Run 1, power grid:
Bar = 50 um. Pins as bars on the die edge.
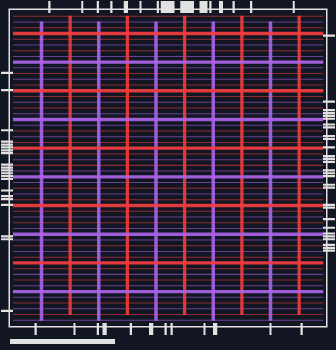
Run 1, placement by cell class:
Fill, decap, tap and diode cells in gray.
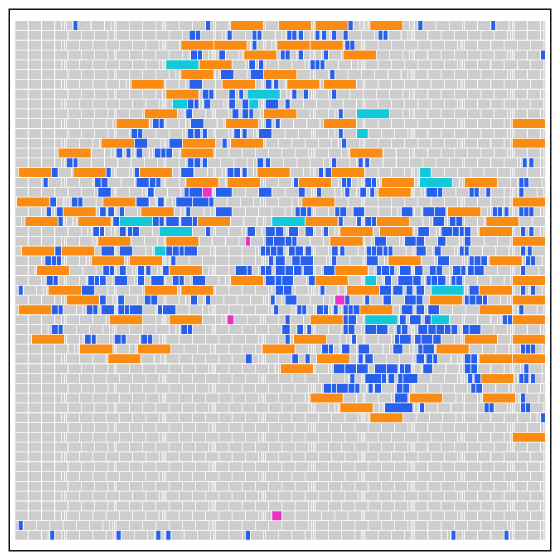
Run 1, clock wires, drivers and flops:
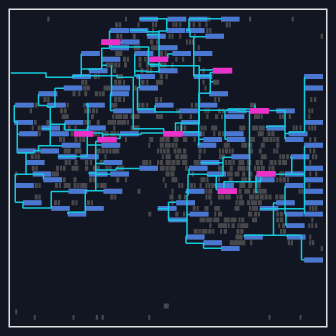
Run 1, signal wires by layer:
Bar = 50 um. Only two layers are drawn.
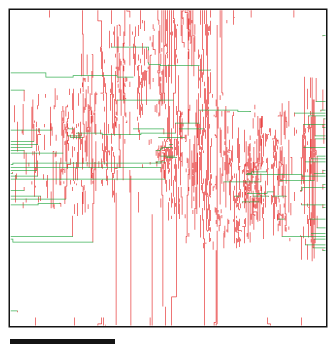
--- config.mk ---
export PLATFORM = sky130hd
export DESIGN_NAME = imem_loader
export DESIGN_NICKNAME = d
export VERILOG_FILES = /design/src/rtl/imem_loader_pkg.sv /design/src/rtl/imem_loader_byte_assembler.sv /design/src/rtl/imem_loader.sv
export SDC_FILE = /design/constraint.sdc
export NUM_CORES = 1
export LEC_CHECK = 0
export CORE_MARGIN = 1
export CORE_UTILIZATION = 25
export CTS_CLUSTER_SIZE = 20
export DETAILED_ROUTE_END_ITERATION = 12
export DONT_BUFFER_PORTS = 1
export RECOVER_POWER = 50
export SLEW_MARGIN = 0
export SYNTH_ARGS = -nofsm -noshare
export SYNTH_HDL_FRONTEND = slang
export SYNTH_SLANG_ARGS = --single-unit
--- constraint.sdc ---
create_clock -name clk -period 6.61 [get_ports clk]
set_clock_uncertainty 0.05 [all_clocks]
set_input_delay 0.9915 -clock clk [delete_from_list [all_inputs] [get_ports clk]]
set_output_delay 0.9915 -clock clk [all_outputs]
set_load 0.05 [all_outputs]
--- src/rtl/imem_loader_pkg.sv ---
// Shared types for the instruction memory loader.
// Holds the loader state encoding and the stream header size.
package imem_loader_pkg;

    typedef enum logic [2:0] {
        S_IDLE  = 3'd0,
        S_LEN0  = 3'd1,
        S_LEN1  = 3'd2,
        S_DATA  = 3'd3,
        S_WRITE = 3'd4,
        S_DONE  = 3'd5,
        S_ERR   = 3'd6
    } state_t;

    localparam int HDR_BYTES = 2;

endpackage

--- src/rtl/imem_loader_byte_assembler.sv ---
// Assembles little-endian bytes into a 32-bit word, one lane per byte.
// Ports: clk, rst, i_clr, i_shift, i_byte -> o_word_nxt, o_word_ready.
module imem_loader_byte_assembler (
    input  logic        clk,
    input  logic        rst,
    input  logic        i_clr,
    input  logic        i_shift,
    input  logic [7:0]  i_byte,
    output logic [31:0] o_word_nxt,
    output logic        o_word_ready
);
    import imem_loader_pkg::*;

    logic [31:0] r_word;
    logic [1:0]  r_cnt;
    logic [31:0] w_nxt;

    // Word as it will look once the current byte lands in its lane.
    always_comb begin
        w_nxt = r_word;
        unique case (r_cnt)
            2'd0: w_nxt[7:0]   = i_byte;
            2'd1: w_nxt[15:8]  = i_byte;
            2'd2: w_nxt[23:16] = i_byte;
            2'd3: w_nxt[31:24] = i_byte;
        endcase
    end

    always_ff @(posedge clk or posedge rst) begin
        if (rst) begin
            r_word <= '0;
            r_cnt  <= '0;
        end else if (i_clr) begin
            r_word <= '0;
            r_cnt  <= '0;
        end else if (i_shift) begin
            r_word <= w_nxt;
            r_cnt  <= r_cnt + 2'd1;
        end
    end

    assign o_word_nxt   = w_nxt;
    assign o_word_ready = i_shift && (r_cnt == 2'd3);

endmodule

--- src/rtl/imem_loader.sv ---
// Loads a length-prefixed byte stream into instruction memory, holding the core in reset.
// Ports: clk, rst, start, in_valid/in_data/in_ready, mem_we/addr/wd, cpu_rst, done, err, words_loaded.
module imem_loader #(
    parameter int WIDTH       = 32,
    parameter int DEPTH_WORDS = 256
) (
    input  logic             clk,
    input  logic             rst,
    input  logic             start,
    input  logic             in_valid,
    input  logic [7:0]       in_data,
    output logic             in_ready,
    output logic             mem_we,
    output logic [WIDTH-1:0] mem_addr,
    output logic [WIDTH-1:0] mem_wd,
    output logic             cpu_rst,
    output logic             done,
    output logic             err,
    output logic [15:0]      words_loaded
);
    import imem_loader_pkg::*;

    state_t           r_state;
    state_t           w_state_nxt;
    logic [15:0]      r_count;
    logic [15:0]      r_words;
    logic [WIDTH-1:0] r_addr;
    logic [WIDTH-1:0] r_wd;

    logic        w_xfer;
    logic        w_start_ok;
    logic        w_shift;
    logic        w_word_ready;
    logic [31:0] w_word_nxt;
    logic [15:0] w_len;
    logic [15:0] w_words_inc;

    assign w_xfer      = in_valid && in_ready;
    assign w_len       = {in_data, r_count[7:0]};
    assign w_words_inc = r_words + 16'd1;
    assign w_shift     = w_xfer && (r_state == S_DATA);
    assign w_start_ok  = start && (r_state == S_IDLE ||
                                   r_state == S_DONE ||
                                   r_state == S_ERR);

    imem_loader_byte_assembler u_asm (
        .clk          (clk),
        .rst          (rst),
        .i_clr        (w_start_ok),
        .i_shift      (w_shift),
        .i_byte       (in_data),
        .o_word_nxt   (w_word_nxt),
        .o_word_ready (w_word_ready)
    );

    always_ff @(posedge clk or posedge rst) begin
        if (rst) begin
            r_state <= S_IDLE;
        end else begin
            r_state <= w_state_nxt;
        end
    end

    always_comb begin
        w_state_nxt = r_state;
        in_ready    = 1'b0;
        mem_we      = 1'b0;
        done        = 1'b0;
        err         = 1'b0;
        cpu_rst     = 1'b1;
        case (r_state)
            S_IDLE: begin
                if (start) w_state_nxt = S_LEN0;
            end
            S_LEN0: begin
                in_ready = 1'b1;
                if (w_xfer) w_state_nxt = S_LEN1;
            end
            S_LEN1: begin
                in_ready = 1'b1;
                if (w_xfer) begin
                    if (w_len == 16'd0)
                        w_state_nxt = S_DONE;
                    else if (w_len > 16'(DEPTH_WORDS))
                        w_state_nxt = S_ERR;
                    else
                        w_state_nxt = S_DATA;
                end
            end
            S_DATA: begin
                in_ready = 1'b1;
                if (w_word_ready) w_state_nxt = S_WRITE;
            end
            S_WRITE: begin
                mem_we = 1'b1;
                if (w_words_inc == r_count)
                    w_state_nxt = S_DONE;
                else
                    w_state_nxt = S_DATA;
            end
            S_DONE: begin
                done    = 1'b1;
                cpu_rst = 1'b0;
                if (start) w_state_nxt = S_LEN0;
            end
            S_ERR: begin
                err = 1'b1;
                if (start) w_state_nxt = S_LEN0;
            end
            default: w_state_nxt = S_IDLE;
        endcase
    end

    // Address and data are captured with the 4th byte so they are stable for the WRITE cycle.
    always_ff @(posedge clk or posedge rst) begin
        if (rst) begin
            r_count <= '0;
            r_words <= '0;
            r_addr  <= '0;
            r_wd    <= '0;
        end else begin
            if (w_start_ok) begin
                r_count <= '0;
                r_words <= '0;
            end
            if (r_state == S_LEN0 && w_xfer) r_count[7:0]  <= in_data;
            if (r_state == S_LEN1 && w_xfer) r_count[15:8] <= in_data;
            if (w_word_ready) begin
                r_wd   <= WIDTH'(w_word_nxt);
                r_addr <= WIDTH'({r_words, 2'b00});
            end
            if (r_state == S_WRITE) r_words <= w_words_inc;
        end
    end

    assign mem_addr     = r_addr;
    assign mem_wd       = r_wd;
    assign words_loaded = r_words;

endmodule

==> out/results.ini, run 1 <==
[layout]
fin_cells=870
largest_class=registers
area_growth_pct=7.21
flop_area_mm2=0.00273
nClkBuffers=10
n_all_buffers=5
fill_cells=2276
fin_nets=605
clkCellAreaFrac=0.0500
logic_gates=453
drive_gt1_frac=0.0438
combGateArea_mm2=0.00242
inv_count=10
n_antenna_cell=2

[final_timing]
setup_slack_ps=2940
setup_viol=0
setup_tns_ps=0
relSlewSlack=-0.237
slew_violations=112
rsz0062_at_grt=false
fin_crit_sh=0.556

[clock_tree]
tritoncts=built
cts_htree_levels=3
cts.sinks=109
cts_buffer_depth=2
cts_resized=0
post_cts_buffers=0
clk_root_buffer_cell=clkbuf_16
cts_buffers=9

[drt]
wire_per_inst_um=16.2
drc=0
drtIter0Drc=195
firstDrtPassIters=4
finalWirelength_mm=14.1

[hold_path]
hold_class=reg -> reg
min_to=u_asm.r_word[2]

[synthesis]
yosys.area_share.aoi=0.114
numSynthFlops=109
yosys_warnings=0
ys_sh_xor=0.0465
synthCells=625
largest_area_cell=dfrtp_1
logic_family=simple AND/OR/NAND/NOR gates
ys_async_sr_fraction=1.00
dominantRegCellSynth=dfrtp_1

[global_route]
overflow=0
grt_max_degree=73
grt_pass1_wl_mm=22.1
grt_usage=0.130

[placed_design]
hpwl_mm=9.42

[pwr]
power_frac_seq=0.477
switching_share=0.420
p_comb_mw=0.640
p_leak_nw=2.63
power.share.clock=0.239
pg_seq_mw=1.07
maxPowerGroup=sequential cells

[run_status]
outcome=complete, but fails checks
violations=max-capacitance violations, max-slew violations

[worst_setup_path]
worstPathRequired_ps=6770
ff2ff_setup_slack_ps=2940
cp_max_fo=42
endpoint_kind=flop

[flow_run]
max_cap_violations=2
warnings=29

[die]
fp_util=0.257

## Picture notes: 'power grid'
color	net
red	VDD
purple	VSS
signal pins	97
met1 rails	54
met5 straps	10
met4 straps	10
Die X: 150 um
CORE AREA: 0.0212 mm2

## Picture notes: 'placement by cell class'
color	class	cells	share of their area
magenta	remaining buffers and delay cells	5	0.57%
blue	remaining logic cells	463	45%
cyan	clock drivers and dummy loads	16	5.3%
orange	sequential cells	109	50%
Final Cell Area: 0.00586 mm2
Util after Layout: 0.276
FP Rows: 53
Seq area share: 0.466

## Picture notes: 'clock wires, drivers and flops'
[magenta] clock-net drivers | count: 9
[cyan] clock wires | length: 1450 um
[blue] flip-flops | count: 109
routed clock nets	10

## Picture notes: 'signal wires by layer'
color	layer	wire length
green	M3	1070 um
red	M2	6780 um

## run 1: cell usage in the layout (no fill, tap or decap), types with 6 or more instances in the layout
cell type,instances
clkbuf_16,9
nand2_1,176
a21oi_1,32
xor2_1,12
nor3_1,6
o21ai_0,63
nor4_1,7
xnor2_1,17
conb_1,16
inv_1,9
nand3_1,32
mux2i_1,26
nor2_1,14
dfrtp_1,109
## run 1: layer usage
metal  GRT usage  vias up  part of all wire
li1            -     1992                 -
met1       0.162     1980              0.44
met2       0.211      107              0.48
met3      0.0494        8             0.076
met4      0.0278        0            0.0060
met5           0        -                 0
## run 1: sequential cells by signal (all words and copies together), names as in the netlist
register	flops
words_loaded	16
u_asm.r_cnt	2
r_count	16
mem_addr	16
r_state	3
u_asm.r_word	24
mem_wd	32
## run 1: critical path: stages (launching register included)
cell and delay, ps:
dfrtp_1 500, nand2b_1 290, nor2_2 140, clkbuf_1 990, nand2_1 840, buf_4 520, nand2_1 110, o21ai_0 90
## run 1: synth_stat cells, types with 2 or more instances
library cell    n
ha_1            5
o31ai_1         3
inv_1          10
o21ai_0        63
mux2i_1        26
o22ai_1         5
nand2_1       176
nor3b_1         2
a21oi_1        32
a211oi_1        2
a31oi_1         2
and3_1          5
nand3b_1        2
xor2_1         12
and2_1          2
nor3_1          6
xnor2_1        17
clkbuf_1       41
nor4_1          7
or4_1           3
nand4_1         4
dfrtp_1       109
o41ai_1         2
nor2_1         15
buf_4          18
nand2b_1        2
clkbuf_2        3
buf_2           4
nand3_1        32
## run 1: metrics by stage
stage               instance area (um2)  total power, mW  utilization  hold WS (ps)
floorplan                          5520             1.59            -           451
detailed placement                 5570             1.73        0.263           464
finish                             5860             2.25        0.276           473
global route                       5850             2.40        0.276           498
global placement                   5570             1.73        0.263           459
CTS                                5860             2.28        0.276           475
Run 1, clock wiring as the flow saved it:
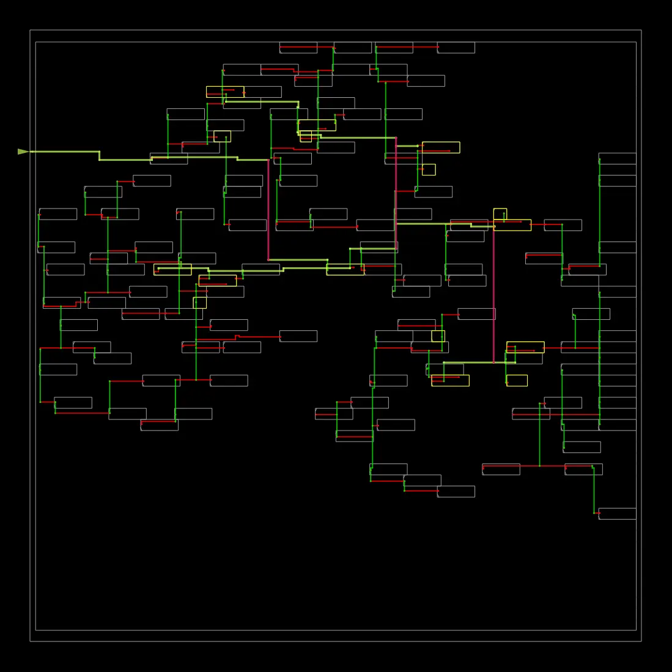

==> inputs of run 2 (changes only) <==
==> constraint.sdc (replaced) <==
create_clock -name clk -period 3.8 [get_ports clk]
set_clock_uncertainty 0.05 [all_clocks]
set_input_delay 0.57 -clock clk [delete_from_list [all_inputs] [get_ports clk]]
set_output_delay 0.57 -clock clk [all_outputs]
set_load 0.05 [all_outputs]
Run 2, clock wiring as the flow saved it:
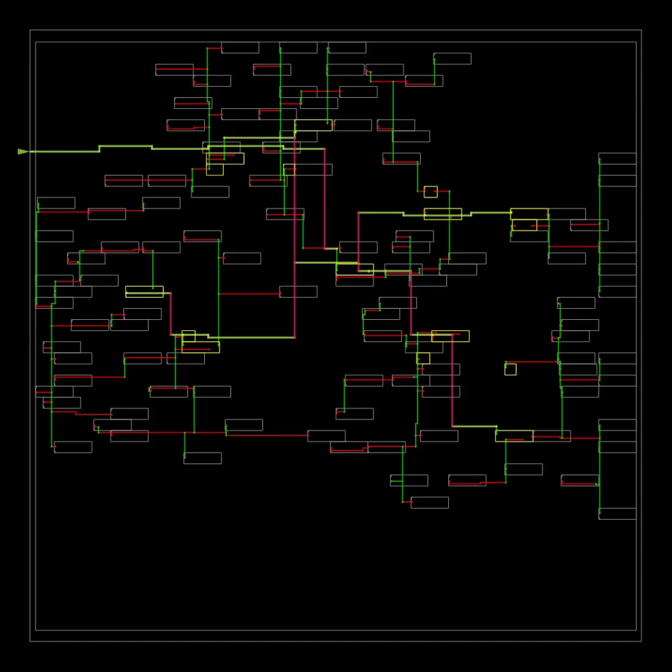
Flops: 109
# clock sinks: 109

Run 2, signal wires by layer:
Bar = 50 um. Only two layers are drawn.
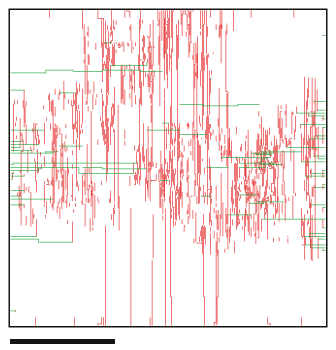
color	layer	wire length
red	M2	6760 um
green	M3	882 um
Avg WL per Cell: 16.2 um
gr usage total: 0.131
via count: 4115
final WL: 14.3 mm

==> out/results.ini, run 2 <==
[layout]
mostFrequentLayoutCells=nand2_1 (175), dfrtp_1 (109), o21ai_0 (63)
n_antenna_cell=0  ; -2
fin_area_mm2=0.00596  ; +1.8%
fin_cells=881  ; +1.3%
area_growth_pct=9.09

[placed_design]
hpwl_mm=9.45  ; +0.33%
placed_area_mm2=0.00568  ; +2.0%

[global_route]
grtUsageMet1=0.171  ; +0.00830
overflow=0  ; unchanged
met3_usage=0.0430  ; -0.00640

[clock_tree]
cts_htree_levels=3  ; unchanged
tritoncts=built
clk_root_buffer_cell=clkbuf_16
cts_buffer_depth=2  ; unchanged

[worst_setup_path]
critPathSlowestCell=clkbuf_1
slowest_delay_ps=750  ; -240 ps
worstPathRequired_ps=4000  ; -2770 ps
crit_chain=clkbuf_1 > nand4_4 > or4_1 > o32ai_1 > a211oi_1 > or4_1 > a211o_1
critPathTopFamily=simple AND/OR/NAND/NOR gates
cp_max_fo=8  ; -81%
cp.depth=7  ; unchanged

[die]
rows=53  ; unchanged
fp_util=0.257  ; unchanged

[synthesis]
ys_async_sr_fraction=1.00  ; unchanged
synthCells=625  ; unchanged
numSynthFlops=109  ; unchanged
largest_area_cell=dfrtp_1
synth_top_cell_by_count=nand2_1

[final_timing]
slew_violations=64  ; -43%
whs_ps=265  ; -208 ps

[flow_run]
max_cap_violations=1  ; -1
warnings=29  ; unchanged

[drt]
drtIter0Drc=170  ; -13%
wl_met2_mm=6.76  ; -0.37%
top_layer_used=met4

[run_status]
outcome=complete, but fails checks
violations=max-capacitance violations, max-slew violations

[pwr]
power.share.clock=0.239  ; about the same
total_power_mw=3.96  ; +76%
power_frac_seq=0.460  ; -0.017

[hold_path]
hold_class=in -> reg

==> run 2: cell counts after synthesis <==
Identical to the previous run, type by type.
==> run 2: path summary, 6_finish.rpt <==
| check | startpoint | end | slack (ps) |
|---|---|---|---|
| max in group asynchronous | rst | mem_addr[12] | 1350 |
| min in group asynchronous | rst | r_count[1] | 910 |
| worst min-delay path | in_data[3] | mem_wd[27] | 270 |
| worst min register to register | u_asm.r_word[13] | u_asm.r_word[13] | 470 |
| worst max register to register | words_loaded[0] | r_state[1] | 560 |
| worst max-delay path | words_loaded[0] | r_state[1] | 560 |
==> run 2: cell type report <==
| cell class | count | area share |
|---|---|---|
| Timing Repair Buffer | 18 | 0.0229 |
| Clock inverter | 7 | 0.0115 |
| Tap cell | 275 | 0.0577 |
| Sequential cell | 109 | 0.458 |
| Inverter | 10 | 0.00630 |
| Clock buffer | 9 | 0.0378 |
| Multi-Input combinational cell | 453 | 0.406 |
==> run 2: kinds of logic (layout without fill, tap and decap cells) <==
logic type	Yosys count	in the layout	share of synthesized area
XOR/XNOR	29	29	0.0465
other	1	16	0.000686
AND/OR/NAND/NOR	262	262	0.211
buffers and inverters	78	44	0.0689
multiplexers	26	26	0.0476
adder cells (fa/ha/maj)	5	5	0.0114
flip-flops	109	109	0.499
AND-OR/OR-AND	115	115	0.114
==> run 2: power groups by stage <==
stage	Clock, mW	Sequential [mW]	Combinational (mW)
final	0.946	1.82	1.19
after detailed placement	0	1.85	1.20
after global placement	0	1.84	1.19
after CTS	0.986	1.82	1.21
after global routing	1.03	1.86	1.33
after floorplan	0	1.80	0.973
==> run 2: worst register-to-register path, stage by stage, from the launching register on <==
cell	delay [ps]
dfrtp_1	350
clkbuf_1	750
nand4_4	280
or4_1	580
o32ai_1	140
a211oi_1	80
or4_1	580
a211o_1	320
Power and IR drop assume default switching activity.
